==> config.mk <==
export PLATFORM = sky130hd
export DESIGN_NAME = config_chain_loader
export DESIGN_NICKNAME = d
export VERILOG_FILES = /design/src/rtl/config_chain_loader.sv
export SDC_FILE = /design/constraint.sdc
export NUM_CORES = 1
export LEC_CHECK = 0
export CAP_MARGIN = 20
export CORE_UTILIZATION = 30
export CTS_CLUSTER_SIZE = 24
export DETAILED_ROUTE_END_ITERATION = 10
export MAX_ROUTING_LAYER = met4
export SLEW_MARGIN = 0
export SYNTH_ARGS = -nofsm -noshare
export SYNTH_HDL_FRONTEND = slang
export SYNTH_SLANG_ARGS = --single-unit
==> constraint.sdc <==
create_clock -name config_clock -period 3.7 [get_ports config_clock]
set_input_delay 0.74 -clock config_clock [delete_from_list [all_inputs] [get_ports config_clock]]
set_output_delay 0.74 -clock config_clock [all_outputs]
set_load 0.03 [all_outputs]
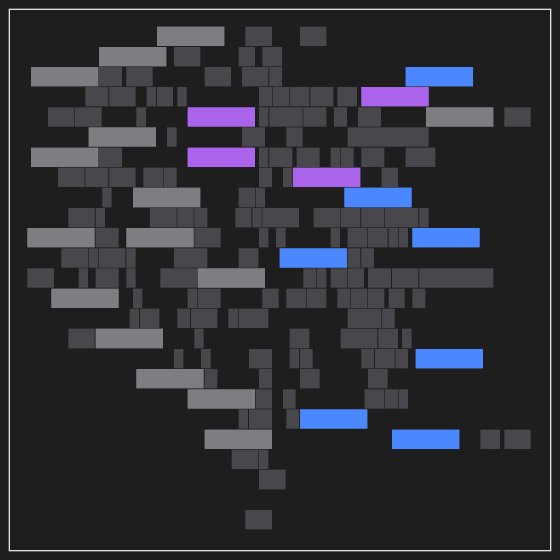
**Above:** sequential cells grouped by signal name.
Other sequential cells in the stronger grey, the rest of the logic in the fainter grey.
word_bits_left: in purple, flops 4, where top centre. bits_issued: in blue, flops 7.
share of cell area taken by flip-flops and latches: 36.26%
power dissipated in sequential cells: 367 µW
FF/Latch Area: 650.6 µm²
Layout Utilization: 37.49%

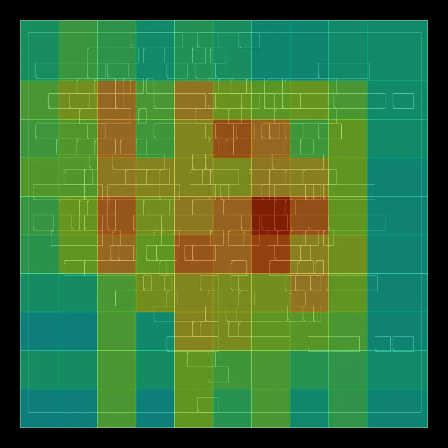
**Above:** routing congestion map.
most used routing layer: met2
grt met2 use: 23.68%
total global routing track utilization: 14.60%
per-cell routed wire length: 13.81 µm
met1 GRT Util: 18.54%

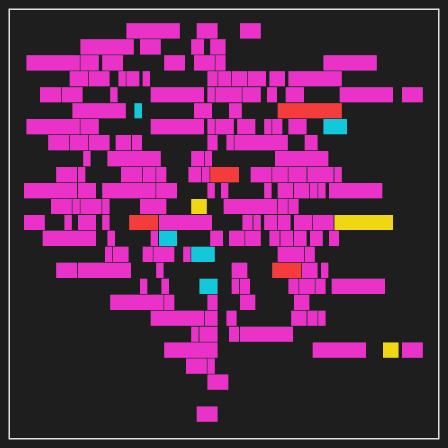
**Above:** sizing map.
_3 and _4 cells: in yellow, cells 3, most used buf_4. _6 and larger: in red, cells 4, most used clkbuf_8. _0 and _1 cells: in magenta, cells 159, most used dfrtp_1. _2 cells: in cyan, cells 5.
design area: 0.001794 mm²
layout buffer count excluding clock buffers: 19
Final Worst Setup Slack: 0.7916 ns

==> report_table.html <==
<p>Metrics extracted from the flow reports.</p>
<table>
<tr><th>Metric</th><th>Value</th></tr>
<tr><th colspan="2">Power and ir drop</th></tr>
<tr><td>Power share of the combinational group</td><td>28.7%</td></tr>
<tr><td>Lkg Pwr</td><td>0.0007554 µW</td></tr>
<tr><td>Worst IR Drop VDD</td><td>0.0001793 V</td></tr>
<tr><td>Internal power</td><td>578.4 µW</td></tr>
<tr><td>Cell area power density</td><td>477.3 mW/mm²</td></tr>
<tr><td>Total design power</td><td>856.4 µW</td></tr>
<tr><td>Total net switching power</td><td>278.1 µW</td></tr>
<tr><td>Part of the total power dissipated in the clock network</td><td>28.5%</td></tr>
<tr><td>Net switching share of the total power</td><td>32.47%</td></tr>
<tr><th colspan="2">Global routing</th></tr>
<tr><td>Antenna violations before repair</td><td>0</td></tr>
<tr><td>Via count of the first global-routing pass</td><td>1232</td></tr>
<tr><td>First-pass GRT wire length</td><td>5.816 mm</td></tr>
<tr><td>Largest net degree at the start of global routing</td><td>27</td></tr>
<tr><td>Global route total overflow</td><td>0</td></tr>
<tr><th colspan="2">Floorplan</th></tr>
<tr><td>Core Region</td><td>0.004786 mm²</td></tr>
<tr><td>Floorplan utilization</td><td>31.53%</td></tr>
<tr><td>Die Width</td><td>72.92 µm</td></tr>
<tr><td>Vertical die size</td><td>72.92 µm</td></tr>
<tr><td>Row count</td><td>25</td></tr>
<tr><th colspan="2">Synthesis</th></tr>
<tr><td>Per-instance average area after synthesis</td><td>9.550 µm²</td></tr>
<tr><td>Async set-reset flop share out of synthesis</td><td>100.0%</td></tr>
<tr><td>Top cells, area</td><td>dfrtp_1 43%, nor2_1 3.7%, o2bb2ai_1 3.5%</td></tr>
<tr><td>Yosys stat chip area</td><td>0.001509 mm²</td></tr>
<tr><td>Cell accounting for the most synthesized area</td><td>dfrtp_1</td></tr>
<tr><td>Number of library cell types mapped by synthesis</td><td>45</td></tr>
<tr><td>Cell with the most instances after synthesis</td><td>dfrtp_1</td></tr>
<tr><td>Count of yosys warnings during synthesis</td><td>0</td></tr>
<tr><td>Number of synthesized flops with an enable pin</td><td>0</td></tr>
<tr><td>Cell Area, Synth</td><td>0.001509 mm²</td></tr>
<tr><td>Post-synthesis cell count from yosys</td><td>158</td></tr>
<tr><td>Most instantiated cells after synthesis</td><td>26 x dfrtp_1, 15 x nor2_1, 13 x nand2_1</td></tr>
<tr><td>Post-synthesis cell count</td><td>158</td></tr>
<tr><td>Top cell type's share of synthesized area</td><td>43.12%</td></tr>
<tr><td>Syn Nets</td><td>175</td></tr>
<tr><th colspan="2">Clock network</th></tr>
<tr><td>CTS tree</td><td>done</td></tr>
<tr><td>Number of setup buffers added after CTS</td><td>0</td></tr>
<tr><td>Number of CTS-inserted buffers</td><td>3</td></tr>
<tr><td>Number of H-tree levels</td><td>1</td></tr>
<tr><td>Clock slew at the register clock pins of the worst setup and hold paths</td><td>0.10 ns</td></tr>
<tr><td>Late-Pin Clk Latency</td><td>0.28 ns</td></tr>
<tr><td>Cts repair resizes</td><td>0</td></tr>
<tr><td>Cts hold-fix bufs</td><td>0</td></tr>
<tr><td>CTS sink cnt</td><td>26</td></tr>
<tr><td>Library cell used as clock root buffer</td><td>clkbuf_8</td></tr>
<tr><td>Deepest clock path buffer count</td><td>2</td></tr>
<tr><th colspan="2">Timing</th></tr>
<tr><td>RSZ-0062 raised after global routing</td><td>false</td></tr>
<tr><td>FMAX</td><td>343.8 MHz</td></tr>
<tr><td>Count of endpoints failing setup in the final report</td><td>0</td></tr>
<tr><td>Final hold violations</td><td>0</td></tr>
<tr><td>Final Slew Violations</td><td>0</td></tr>
<tr><td>Post-Route Hold Slack</td><td>0.5039 ns</td></tr>
<tr><td>Post-Route Setup TNS</td><td>0 ns</td></tr>
<tr><td>Ratio of final minimum period to clock period</td><td>78.60%</td></tr>
<tr><td>Final min period</td><td>2.908 ns</td></tr>
<tr><td>Max transition margin</td><td>61.74%</td></tr>
<tr><td>Transition time at the pin with the least slew margin</td><td>0.5723 ns</td></tr>
<tr><td>Final clock skew</td><td>0.004000 ns</td></tr>
<tr><th colspan="2">Critical path</th></tr>
<tr><td>Crit path arrival time</td><td>2.17 ns</td></tr>
<tr><td>Startpoint type of the worst setup path</td><td>flip-flop</td></tr>
<tr><td>R2r setup slk</td><td>1.32 ns</td></tr>
<tr><td>Crit path required time</td><td>2.96 ns</td></tr>
<tr><td>CP Capture Type</td><td>primary output</td></tr>
<tr><td>Cell count of the worst reg-to-reg path</td><td>7</td></tr>
<tr><td>Start-to-end type of the worst setup path</td><td>reg -&gt; out</td></tr>
<tr><td>Largest fanout on the critical path</td><td>5</td></tr>
<tr><th colspan="2">Route</th></tr>
<tr><td>DRT Pass-1 Iters</td><td>4</td></tr>
<tr><td>Drt initial violations</td><td>65</td></tr>
<tr><td>Count of unresolved DRC violations after routing</td><td>0</td></tr>
<tr><td>Final Routed Wirelength</td><td>3.287 mm</td></tr>
<tr><td>Final ANT Viol Nets</td><td>0</td></tr>
<tr><td>Routed via count divided by cell count</td><td>5.118</td></tr>
<tr><td>Routed via count</td><td>1218</td></tr>
<tr><th colspan="2">Status</th></tr>
<tr><td>Run status</td><td>finished, final reports clean</td></tr>
<tr><th colspan="2">Layout</th></tr>
<tr><td>Comb gate area</td><td>777.0 µm²</td></tr>
<tr><td>Count of non-filler cells in the finished layout</td><td>238</td></tr>
<tr><td>Nets@finish</td><td>189</td></tr>
<tr><td>Antenna Diode Count</td><td>0</td></tr>
<tr><td># fillers</td><td>482</td></tr>
<tr><td>Share of final-layout standard cells stronger than drive strength 1</td><td>7.018%</td></tr>
<tr><td>Area growth, synth to finish</td><td>18.91%</td></tr>
<tr><th colspan="2">Place</th></tr>
<tr><td>Count of port buffers added during placement</td><td>17</td></tr>
<tr><td>Half-perimeter wire length after placement</td><td>2.310 mm</td></tr>
<tr><td>Cell total after placement</td><td>234</td></tr>
<tr><td>Final estimated routing congestion in global placement</td><td>0.7640</td></tr>
<tr><th colspan="2">Job</th></tr>
<tr><td>Max cap viols</td><td>0</td></tr>
<tr><td>OpenROAD warnings</td><td>27</td></tr>
<tr><th colspan="2">Min path</th></tr>
<tr><td>Hold Path Class</td><td>reg -&gt; reg</td></tr>
</table>
-- worst max-delay path, cell delays in order (launching register included) --
cell	delay (ns)
dfrtp_1	0.42
inv_1	0.07
ha_1	0.18
nor3b_1	0.37
and2_1	0.19
clkdlybuf4s50_1	0.66
-- final cells by class --
cell class | instances | area share (%)
multi-input cells | 115 | 43.31
flip-flops and latches | 26 | 36.26
repair buffers | 19 | 10.32
well taps | 67 | 4.672
clock buffers | 3 | 2.301
clock inverters | 1 | 1.674
inverters | 7 | 1.464
-- power by group through the flow --
stage	Clock, µW	Sequential, µW	Combinational [µW]
4_1_cts	254	367	249
3_5_place_dp	0	373	246
3_3_place_gp	0	373	246
2_1_floorplan	0	367	182
6_report	244	367	246
5_1_grt	258	376	274
-- cell usage in the layout (no fill, tap or decap), types with 4 or more instances in the layout --
master / instances
or4_1: 4
nand3_1: 9
o2bb2ai_1: 6
nor2_1: 15
clkdlybuf4s50_1: 17
ha_1: 4
o21ai_0: 6
or3_1: 4
dfrtp_1: 26
inv_1: 6
mux2i_1: 4
a21oi_1: 5
o211ai_1: 4
nand2_1: 13
-- cell families (layout without fill, tap and decap cells) --
logic type      count (synthesis)  count (layout)  share of synthesized area [%]
fa+ha+maj                       4               4                          3.317
flops                          26              26                          43.12
mux                             5               5                          3.400
buf+inv                        17              30                          5.389
simple gates                   62              62                          22.64
compound gates                 41              41                          20.40
xor+xnor                        3               3                          1.742
-- layer usage --
metal	track usage (%)	up-vias	share of wire [%]
met3	3.591	4	4.2
li1	-	605	-
met2	23.68	27	48
met4	3.050	0	0.55
met1	18.54	582	47
met5	-	-	0
-- per-stage QoR --
step                setup slack [ns]  cell area (µm²)
global placement               1.099             1723
global route                  0.5972             1794
floorplan                      1.580             1509
detailed placement             1.104             1723
finish                        0.7916             1794
CTS                           0.7689             1794
Power and IR drop assume default switching activity.
